### Metal 1

Scale bar: 100 um.
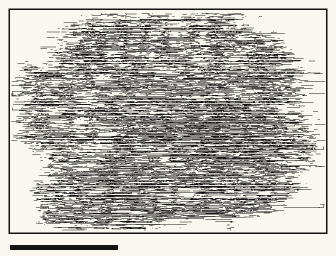
### Metal 2

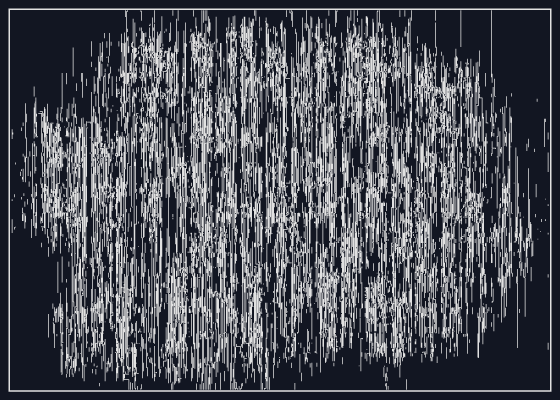
### M3 wires

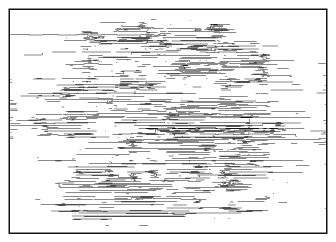
### Metal 4

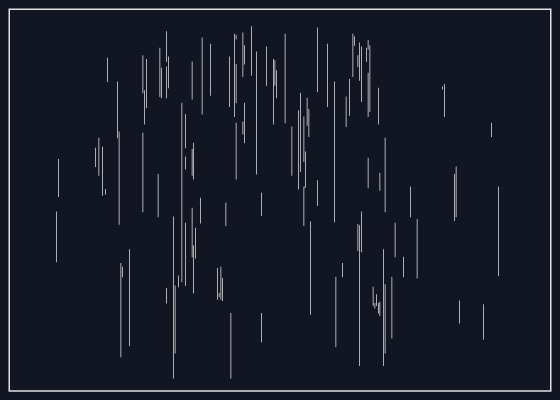
### Track usage over the die

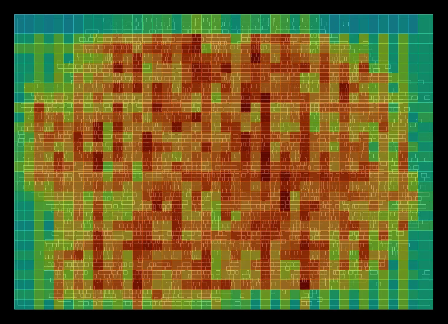
File: src/rtl/vic_vectored.sv
// Vectored interrupt controller: per-source IRQ/FIQ steering, prioritised vector
// slots with in-service nesting, a default vector and privileged-access protection.
module vic_vectored #(
  parameter int NUM_INT  = 16,
  parameter int NUM_VECT = 8,
  parameter int ADDR_BW  = 10,
  parameter int DATA_BW  = 32
) (
  input  logic               clk,
  input  logic               rst,
  input  logic [NUM_INT-1:0] vic_intr,
  input  logic               bus_en,
  input  logic               bus_wr,
  input  logic [ADDR_BW-1:0] bus_addr,
  input  logic [DATA_BW-1:0] bus_wdata,
  input  logic               is_priviledge,
  input  logic               VICFIQEn,
  input  logic               VICIRQEn,
  output logic [DATA_BW-1:0] bus_rdata,
  output logic               bus_rvalid,
  output logic               nVICFIQ,
  output logic               nVICIRQ
);
  localparam int SLOT_BW = (NUM_VECT > 1) ? $clog2(NUM_VECT) : 1;

  localparam logic [ADDR_BW-1:0] A_IRQST = ADDR_BW'(12'h000);
  localparam logic [ADDR_BW-1:0] A_FIQST = ADDR_BW'(12'h004);
  localparam logic [ADDR_BW-1:0] A_RAW   = ADDR_BW'(12'h008);
  localparam logic [ADDR_BW-1:0] A_ISEL  = ADDR_BW'(12'h00C);
  localparam logic [ADDR_BW-1:0] A_IEN   = ADDR_BW'(12'h010);
  localparam logic [ADDR_BW-1:0] A_IENC  = ADDR_BW'(12'h014);
  localparam logic [ADDR_BW-1:0] A_SOFT  = ADDR_BW'(12'h018);
  localparam logic [ADDR_BW-1:0] A_SOFTC = ADDR_BW'(12'h01C);
  localparam logic [ADDR_BW-1:0] A_PROT  = ADDR_BW'(12'h020);
  localparam logic [ADDR_BW-1:0] A_VADDR = ADDR_BW'(12'h030);
  localparam logic [ADDR_BW-1:0] A_DEFV  = ADDR_BW'(12'h034);

  logic [NUM_INT-1:0]  r_int_select, r_int_enable, r_soft_int;
  logic                r_protection;
  logic [DATA_BW-1:0]  r_def_vect;
  logic [DATA_BW-1:0]  r_vect_addr [NUM_VECT];
  logic [5:0]          r_vect_cntl [NUM_VECT];
  logic [NUM_VECT-1:0] r_inserv;
  logic                r_inserv_def;
  logic [DATA_BW-1:0]  r_rdata;
  logic                r_rvalid, r_nfiq, r_nirq;

  logic [ADDR_BW-1:0]  w_word;
  logic [NUM_INT-1:0]  w_raw, w_irq_stat, w_fiq_stat, w_wdata_int;
  logic [31:0]         w_irq32;
  logic [NUM_VECT-1:0] w_cand, w_sel_va, w_sel_vc;
  logic                w_seen, w_win_found, w_win_def, w_win_valid;
  logic [SLOT_BW-1:0]  w_win_slot;
  logic [DATA_BW-1:0]  w_vect_rd, w_rd_data;
  logic                w_blocked, w_wr, w_rd, w_vect_ack;
  logic                w_unused_addr;

  assign w_word        = {bus_addr[ADDR_BW-1:2], 2'b00};
  assign w_unused_addr = ^bus_addr[1:0];
  assign w_wdata_int   = NUM_INT'(bus_wdata);
  assign w_raw         = vic_intr | r_soft_int;
  assign w_irq_stat    = w_raw & r_int_enable & ~r_int_select;
  assign w_fiq_stat    = w_raw & r_int_enable & r_int_select;
  assign w_irq32       = 32'(w_irq_stat);

  assign w_blocked  = r_protection & ~is_priviledge;
  assign w_wr       = bus_en & bus_wr & ~w_blocked;
  assign w_rd       = bus_en & ~bus_wr;
  assign w_vect_ack = w_rd & ~w_blocked & (w_word == A_VADDR);

  // Any set in-service bit at or below a slot's index masks that slot.
  always_comb begin
    w_cand      = '0;
    w_seen      = 1'b0;
    w_win_found = 1'b0;
    w_win_slot  = '0;
    w_sel_va    = '0;
    w_sel_vc    = '0;
    for (int n = 0; n < NUM_VECT; n++) begin
      w_cand[n] = r_vect_cntl[n][5] && ({27'd0, r_vect_cntl[n][4:0]} < 32'(NUM_INT))
                  && w_irq32[r_vect_cntl[n][4:0]];
      w_seen = w_seen | r_inserv[n];
      if (!w_win_found && !w_seen && w_cand[n]) begin
        w_win_found = 1'b1;
        w_win_slot  = SLOT_BW'(n);
      end
      w_sel_va[n] = (w_word == ADDR_BW'(32'h100 + 32'(4 * n)));
      w_sel_vc[n] = (w_word == ADDR_BW'(32'h200 + 32'(4 * n)));
    end
  end

  assign w_win_def   = ~w_win_found & (|w_irq_stat) & ~(|r_inserv) & ~r_inserv_def;
  assign w_win_valid = w_win_found | w_win_def;
  assign w_vect_rd   = w_win_found ? r_vect_addr[w_win_slot] :
                       (w_win_def ? r_def_vect : '0);

  always_comb begin
    w_rd_data = '0;
    case (w_word)
      A_IRQST: w_rd_data = DATA_BW'(w_irq_stat);
      A_FIQST: w_rd_data = DATA_BW'(w_fiq_stat);
      A_RAW:   w_rd_data = DATA_BW'(w_raw);
      A_ISEL:  w_rd_data = DATA_BW'(r_int_select);
      A_IEN:   w_rd_data = DATA_BW'(r_int_enable);
      A_SOFT:  w_rd_data = DATA_BW'(r_soft_int);
      A_PROT:  w_rd_data = DATA_BW'(r_protection);
      A_VADDR: w_rd_data = w_vect_rd;
      A_DEFV:  w_rd_data = r_def_vect;
      default: ;
    endcase
    for (int n = 0; n < NUM_VECT; n++) begin
      if (w_sel_va[n]) w_rd_data = r_vect_addr[n];
      if (w_sel_vc[n]) w_rd_data = DATA_BW'(r_vect_cntl[n]);
    end
  end

  always_ff @(posedge clk or negedge rst) begin
    if (!rst) begin
      r_int_select <= '0;
      r_int_enable <= '0;
      r_soft_int   <= '0;
      r_protection <= 1'b0;
      r_def_vect   <= '0;
      for (int n = 0; n < NUM_VECT; n++) begin
        r_vect_addr[n] <= '0;
        r_vect_cntl[n] <= '0;
      end
      r_inserv     <= '0;
      r_inserv_def <= 1'b0;
      r_rdata      <= '0;
      r_rvalid     <= 1'b0;
      r_nfiq       <= 1'b1;
      r_nirq       <= 1'b1;
    end else begin
      r_rvalid <= w_rd;
      r_rdata  <= (w_rd && !w_blocked) ? w_rd_data : '0;
      r_nirq   <= ~(VICIRQEn & w_win_valid);
      r_nfiq   <= ~(VICFIQEn & (|w_fiq_stat));
      if (w_wr) begin
        case (w_word)
          A_ISEL:  r_int_select <= w_wdata_int;
          A_IEN:   r_int_enable <= r_int_enable | w_wdata_int;
          A_IENC:  r_int_enable <= r_int_enable & ~w_wdata_int;
          A_SOFT:  r_soft_int   <= r_soft_int | w_wdata_int;
          A_SOFTC: r_soft_int   <= r_soft_int & ~w_wdata_int;
          A_PROT:  r_protection <= bus_wdata[0];
          A_DEFV:  r_def_vect   <= bus_wdata;
          // Write-back retires the highest-priority (lowest) in-service slot first.
          A_VADDR: begin
            if (|r_inserv) r_inserv <= r_inserv & (r_inserv - NUM_VECT'(1));
            else           r_inserv_def <= 1'b0;
          end
          default: ;
        endcase
        for (int n = 0; n < NUM_VECT; n++) begin
          if (w_sel_va[n]) r_vect_addr[n] <= bus_wdata;
          if (w_sel_vc[n]) r_vect_cntl[n] <= bus_wdata[5:0];
        end
      end
      if (w_vect_ack) begin
        if (w_win_found)    r_inserv[w_win_slot] <= 1'b1;
        else if (w_win_def) r_inserv_def         <= 1'b1;
      end
    end
  end

  assign bus_rdata  = r_rdata;
  assign bus_rvalid = r_rvalid;
  assign nVICFIQ    = r_nfiq;
  assign nVICIRQ    = r_nirq;

endmodule

File: config.mk
export PLATFORM = sky130hd
export DESIGN_NAME = vic_vectored
export DESIGN_NICKNAME = d
export VERILOG_FILES = /design/src/rtl/vic_vectored.sv
export SDC_FILE = /design/constraint.sdc
export NUM_CORES = 1
export LEC_CHECK = 0
export ABC_CLOCK_PERIOD_IN_PS = 3100
export CORE_ASPECT_RATIO = 0.7
export CORE_MARGIN = 2
export CORE_UTILIZATION = 40
export CTS_BUF_LIST = sky130_fd_sc_hd__clkbuf_4 sky130_fd_sc_hd__clkbuf_8
export DETAILED_ROUTE_END_ITERATION = 10
export HOLD_SLACK_MARGIN = 0.15
export PLACE_DENSITY = 0.64
export SLEW_MARGIN = 25
export SYNTH_ARGS = -nofsm -noshare
export SYNTH_HDL_FRONTEND = slang
export SYNTH_SLANG_ARGS = --single-unit
File: constraint.sdc
create_clock -name clk -period 3.1 [get_ports clk]
set_input_delay 0.465 -clock clk [delete_from_list [all_inputs] [get_ports clk]]
set_output_delay 0.465 -clock clk [all_outputs]
set_load 0.01 [all_outputs]
==> flow_summary.yaml <==
# implementation run metrics
critical_path:
  cp_common_cell: "buf_4"
  cp_slowest_cell: "or4_4"
  crit_end: "bus_rdata[3]$_DFF_PN0_"
  r2r-end: "bus_rdata[3]$_DFF_PN0_"
  rrSetupSlack_ns: -0.58
worst_hold_path:
  hp-start: "VICFIQEn"
yosys:
  ys_sh_mux: 0.184
  xor_area_frac: 0
  synth-edff-count: 0
  ys_area_sq_um: 23400
  yosys_warnings: 0
  yosys.cell_count.top_type: "dfrtp_1"
sta:
  setup_slack_ns: -0.580
  setup_violations: 37
  finalClockPeriodUsage: 1.19
  skew_ns: 0.0392
power_and_ir_drop:
  power_frac_seq: 0.468
  comb_power_uw: 1250
outcome:
  status: "complete, but fails checks"
  violations: "negative setup slack"
floorplanning:
  core_area_sq_um: 58100
  rows: 74
  die-area_sq_um: 60600
drt:
  dr.pass1.iters: 9
global_routing:
  grt_pass1_vias: 22800
layout:
  comb_area_sq_um: 12700
  sh_seq_area: 0.332
  final_area_sq_um: 32300
clocking:
  cts_resized: 110
  root_buffer: "clkbuf_8"
## Picture notes: 'Metal 1'
wire length on this layer: 45.9 mm
share of all routed wire: 43%
main direction: horizontal
longest straight run: 95.7 um
nets with wire on the layer: 2772
drt total wl: 106000 um
GR Util met1: 0.503

## Picture notes: 'Metal 2'
longest straight run: 69.7 um
main direction: vertical
nets with wire on the layer: 2566
wire length on this layer: 42.8 mm
met2 usage: 0.481
vias: 23600

## Picture notes: 'M3 wires'
nets with wire on the layer: 537
main direction: horizontal
longest straight run: 128 um
grt met3 use: 0.110

## Picture notes: 'Metal 4'
longest straight run: 97.2 um
wire length on this layer: 2830 um

## Picture notes: 'Track usage over the die'
global route hottest layer: met1
wire per inst: 28.7 um
Util after Layout: 0.555
overall routing resource usage: 0.343

